**config.mk**
```make
export PLATFORM = sky130hd
export DESIGN_NAME = axi_lite_master
export DESIGN_NICKNAME = d
export VERILOG_FILES = /design/src/rtl/axi_lite_master_pkg.sv /design/src/rtl/axi_lite_master.sv
export SDC_FILE = /design/constraint.sdc
export NUM_CORES = 1
export LEC_CHECK = 0
export CORE_MARGIN = 2
export CORE_UTILIZATION = 42
export CTS_BUF_LIST = sky130_fd_sc_hd__clkbuf_16
export DETAILED_ROUTE_END_ITERATION = 10
export PLACE_DENSITY_LB_ADDON = 0.3
export SYNTH_ARGS = -nofsm -noshare
export SYNTH_HDL_FRONTEND = slang
export SYNTH_SLANG_ARGS = --single-unit
```
**constraint.sdc**
```tcl
create_clock -name clk -period 3.1 [get_ports clk]
set_input_delay 0.62 -clock clk [delete_from_list [all_inputs] [get_ports clk]]
set_output_delay 0.62 -clock clk [all_outputs]
set_load 0.005 [all_outputs]
```
**src/rtl/axi_lite_master_pkg.sv**
```systemverilog
// Shared AXI-Lite master types: response codes, FSM states, default address width.
// Latency: none (types only).
// Backpressure: n/a.
package lexington;

    localparam int DEFAULT_AXI_ADDR_WIDTH = 32;

    typedef enum logic [1:0] {
        AXI_RESP_OKAY   = 2'b00,
        AXI_RESP_EXOKAY = 2'b01,
        AXI_RESP_SLVERR = 2'b10,
        AXI_RESP_DECERR = 2'b11
    } axi_resp_t;

    typedef enum logic [1:0] {
        ST_IDLE = 2'd0,
        ST_ADDR = 2'd1,
        ST_RESP = 2'd2,
        ST_DONE = 2'd3
    } axi_state_t;

    // SLVERR and DECERR both carry bit 1; that bit alone flags a fault.
    function automatic logic resp_is_err(input axi_resp_t resp);
        return resp[1];
    endfunction

endpackage

```
**src/rtl/axi_lite_master.sv**
```systemverilog
// Bridges a level-request core port to a single-outstanding AXI-Lite master.
// Latency: request cycle 0, result (DONE) in cycle 3 at the earliest.
// Backpressure: core is stalled via axi_wait; every AXI valid is held until its handshake.
module axi_lite_master
    import lexington::*;
#(
    parameter int AXI_ADDR_WIDTH = DEFAULT_AXI_ADDR_WIDTH
) (
    input  logic                      clk,
    input  logic                      rst_n,
    input  logic                      axi_rd_en,
    input  logic                      axi_wr_en,
    input  logic [AXI_ADDR_WIDTH-1:0] axi_addr,
    input  logic [31:0]               wr_data,
    input  logic [3:0]                wr_strobe,
    output logic [31:0]               axi_rd_data,
    output logic                      axi_access_fault,
    output logic                      axi_wait,
    output logic [AXI_ADDR_WIDTH-1:0] m_awaddr,
    output logic                      m_awvalid,
    input  logic                      m_awready,
    output logic [31:0]               m_wdata,
    output logic [3:0]                m_wstrb,
    output logic                      m_wvalid,
    input  logic                      m_wready,
    input  logic [1:0]                m_bresp,
    input  logic                      m_bvalid,
    output logic                      m_bready,
    output logic [AXI_ADDR_WIDTH-1:0] m_araddr,
    output logic                      m_arvalid,
    input  logic                      m_arready,
    input  logic [31:0]               m_rdata,
    input  logic [1:0]                m_rresp,
    input  logic                      m_rvalid,
    output logic                      m_rready
);

    axi_state_t                state;
    logic                      is_wr;
    logic                      aw_done;
    logic                      w_done;
    logic                      fault_q;
    logic [AXI_ADDR_WIDTH-1:0] addr_q;
    logic [31:0]               data_q;
    logic [3:0]                strb_q;

    logic aw_hs;
    logic w_hs;
    logic ar_hs;
    logic aw_fin;
    logic w_fin;

    assign aw_hs  = m_awvalid & m_awready;
    assign w_hs   = m_wvalid & m_wready;
    assign ar_hs  = m_arvalid & m_arready;
    // A channel counts as finished in the same cycle its handshake happens.
    assign aw_fin = aw_done | aw_hs;
    assign w_fin  = w_done | w_hs;

    assign m_awaddr = addr_q;
    assign m_araddr = addr_q;
    assign m_wdata  = data_q;
    assign m_wstrb  = strb_q;

    assign axi_wait         = (axi_rd_en | axi_wr_en) && (state != ST_DONE);
    assign axi_access_fault = fault_q;

    always_ff @(posedge clk or negedge rst_n) begin
        if (!rst_n) begin
            state       <= ST_IDLE;
            is_wr       <= 1'b0;
            aw_done     <= 1'b0;
            w_done      <= 1'b0;
            fault_q     <= 1'b0;
            addr_q      <= '0;
            data_q      <= '0;
            strb_q      <= '0;
            axi_rd_data <= '0;
            m_awvalid   <= 1'b0;
            m_wvalid    <= 1'b0;
            m_bready    <= 1'b0;
            m_arvalid   <= 1'b0;
            m_rready    <= 1'b0;
        end else begin
            case (state)
                ST_IDLE: begin
                    if (axi_wr_en || axi_rd_en) begin
                        addr_q    <= axi_addr;
                        data_q    <= wr_data;
                        strb_q    <= wr_strobe;
                        is_wr     <= axi_wr_en;
                        aw_done   <= 1'b0;
                        w_done    <= 1'b0;
                        m_awvalid <= axi_wr_en;
                        m_wvalid  <= axi_wr_en;
                        m_arvalid <= ~axi_wr_en;
                        state     <= ST_ADDR;
                    end
                end
                ST_ADDR: begin
                    if (is_wr) begin
                        if (aw_hs) begin
                            m_awvalid <= 1'b0;
                            aw_done   <= 1'b1;
                        end
                        if (w_hs) begin
                            m_wvalid <= 1'b0;
                            w_done   <= 1'b1;
                        end
                        if (aw_fin && w_fin) begin
                            m_bready <= 1'b1;
                            state    <= ST_RESP;
                        end
                    end else if (ar_hs) begin
                        m_arvalid <= 1'b0;
                        m_rready  <= 1'b1;
                        state     <= ST_RESP;
                    end
                end
                ST_RESP: begin
                    if (is_wr && m_bvalid && m_bready) begin
                        m_bready <= 1'b0;
                        fault_q  <= resp_is_err(axi_resp_t'(m_bresp));
                        state    <= ST_DONE;
                    end else if (!is_wr && m_rvalid && m_rready) begin
                        m_rready    <= 1'b0;
                        axi_rd_data <= m_rdata;
                        fault_q     <= resp_is_err(axi_resp_t'(m_rresp));
                        state       <= ST_DONE;
                    end
                end
                ST_DONE: begin
                    fault_q <= 1'b0;
                    state   <= ST_IDLE;
                end
                default: state <= ST_IDLE;
            endcase
        end
    end

endmodule

```
**Signal wires on met2**

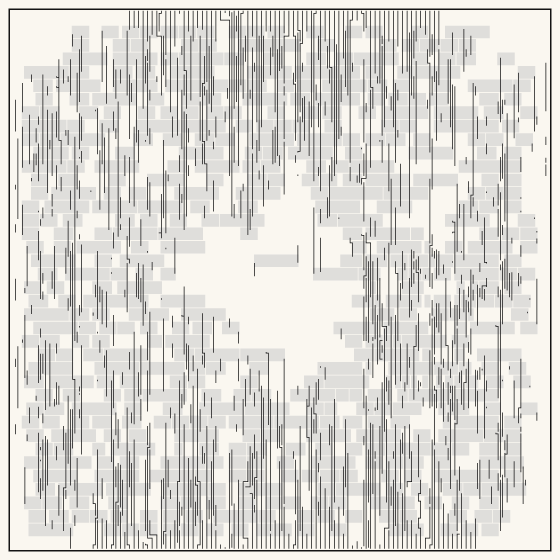
main direction = vertical
share of all routed wire = 54%
nets with wire on the layer = 616
GR Util met2: 0.336
total wire length after detailed routing: 11500 µm

**Placement view**

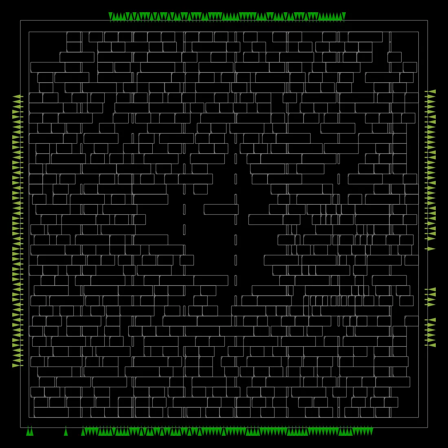
Seq area share: 0.378
number of tap cells added at floorplan: 140
core area: 10800 µm²

**Met3 routing**

Scale bar: 20 µm.
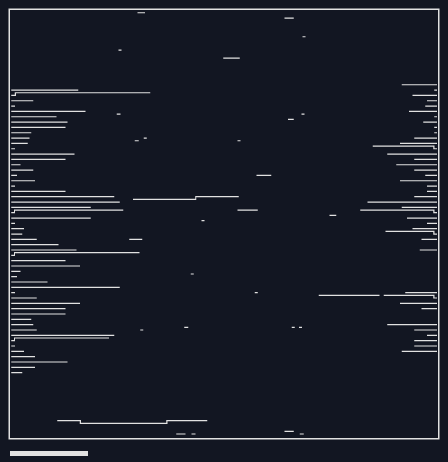
longest straight run = 34.3 µm
main direction = horizontal
met3 track demand over resource: 0.0652
via total after detailed routing: 3281

==> power by group through the flow <==
stage	clock network, mW	registers (mW)	logic [mW]
floorplan	0	2.66	1.66
global placement	0	2.62	3.58
detailed placement	0	2.68	3.68
CTS	1.21	2.66	3.69
global route	1.26	2.74	3.91
finish	1.17	2.65	3.63
==> flip-flops by register name (all words and copies together), names as in the netlist, 2 cells and up <==
name and count:
m_wstrb 4, m_araddr 32, m_wdata 32, axi_rd_data 32, state 2
==> cell usage after synthesis, drive strengths merged <==
cell      n
dfrtp   111
a21boi    2
or4       1
o211a     1
mux2    101
nand2     8
a211oi    1
clkbuf    1
a21oi     4
mux2i     5
a41oi     1
o21a      1
buf      44
o21ai    11
nand4     2
o21ba     1
a32o      4
nand3     1
nor2      6
ha        4
inv       8
nor2b     1
==> kinds of logic after synthesis <==
| group | after synthesis | share of synthesized area |
|---|---|---|
| compound gates | 26 | 0.0409 |
| fa+ha+maj | 4 | 0.0108 |
| buf+inv | 53 | 0.0746 |
| flops | 111 | 0.598 |
| mux | 106 | 0.256 |
| simple gates | 19 | 0.0199 |
==> per-layer routing <==
layer,share of wire,global-route usage,vias to the layer above
met2,0.54,0.336,128
li1,-,-,1510
met4,0.032,0.0897,0
met5,0,0,-
met1,0.34,0.204,1616
met3,0.086,0.0652,27
==> layout make-up <==
type | instances | area share
tap | 140 | 0.0238
inverter | 8 | 0.00409
clock inverter | 7 | 0.0109
timing repair buffer | 253 | 0.345
multi-input combinational | 155 | 0.208
sequential | 111 | 0.378
clock buffer | 9 | 0.0306
==> worst max-delay path, cell delays in order <==
cell and delay, ps:
clkdlybuf4s50_1 510, nor2_2 320, nor2_1 80, clkdlybuf4s50_1 450
==> impl_metrics.csv <==
group,metric,value,unit
critical_path,worst_setup_path_end_kind,"output pin",
finish,postLayoutCoreUtil,0.681,
finish,final_layout_size_suffix_gt1_frac,0.230,
sta,timing.final.crit_period,2600,ps
drt,remaining_drc_errors,0,
finish,dominant_logic_cell_type_in_the_layout,"clkdlybuf4s50_1",
power_and_ir_drop,p_sw_frac,0.288,
finish,combGateArea,1530,µm²
sta,finalMaxSlewViolations,0,
sta,timing.final.hold_violations,0,
logic_synthesis,synth_cells,319,
finish,relative_area_change_from_synthesis_to_final_layout,58.2,%
power_and_ir_drop,power.clock.fraction,0.157,
finish,lay_top_cells,"248 x clkdlybuf4s50_1, 111 x dfrtp_1, 98 x mux2_2, 10 x o21ai_0, 9 x clkbuf_16",
clock_tree,clock-root-buffer,"clkbuf_16",
finish,antennaDiodeCount,0,
global_route,grt_start_max_net_pins,63,
critical_path,cp_data_arrival_time,1980,ps
die,floorplan.initialDensity,0.430,
sta,post-route-period-util,0.839,
clock_tree,clk_pin_slew_worst_paths,70,ps
finish,seq_area,2780,µm²
critical_path,worst-endpoint-required,2480,ps
sta,hold_slack,299,ps
logic_synthesis,ys_cells,319,
critical_path,endpoint,"axi_wait",
clock_tree,h-tree-depth,3,
logic_synthesis,cell_types_occupying_the_most_area_after_synthesis,"dfrtp_1 60%, mux2_2 24%, buf_4 5.2%",
job,stage_log_warnings,31,
logic_synthesis,ys_chip_area,4640,µm²
placed_design,pre_cts_slack,498,ps
critical_path,critical_path.max_fanout,6,
critical_path,crit_path_start_kind,"primary input",
clock_tree,ctsResizeCount,0,
logic_synthesis,synth_top_area_share,0.598,
sta,slack_of_the_critical_path,501,ps
clock_tree,clk_path_buf_depth,2,
status,run_status,"finished clean",
sta,worst_slew_margin_rel,0.564,
finish,stdcell_area,7350,µm²
logic_synthesis,numSynthFlops,111,
clock_tree,cts_num_sinks,111,
finish,nFillCells,830,
power_and_ir_drop,total_leakage_power,3.07,nW
job,cap_violations,0,
sta,finalSetupViolations,0,
placed_design,number_of_port_buffers,249,
power_and_ir_drop,power.density_cell_area,1010,nW/µm²
global_route,antenna_violations_before_repair,0,
critical_path,reg2reg_from,"state[1]",
die,die_w,109,µm
drt,drt-pass1-iter-count,4,
die,chip_area,11900,µm²
finish,layout.nets,655,
critical_path,setup.reg_to_reg.worst_slack,1070,ps
drt,antenna_left,0,
Power figures rest on the tool's default switching activity, not on a simulated workload.
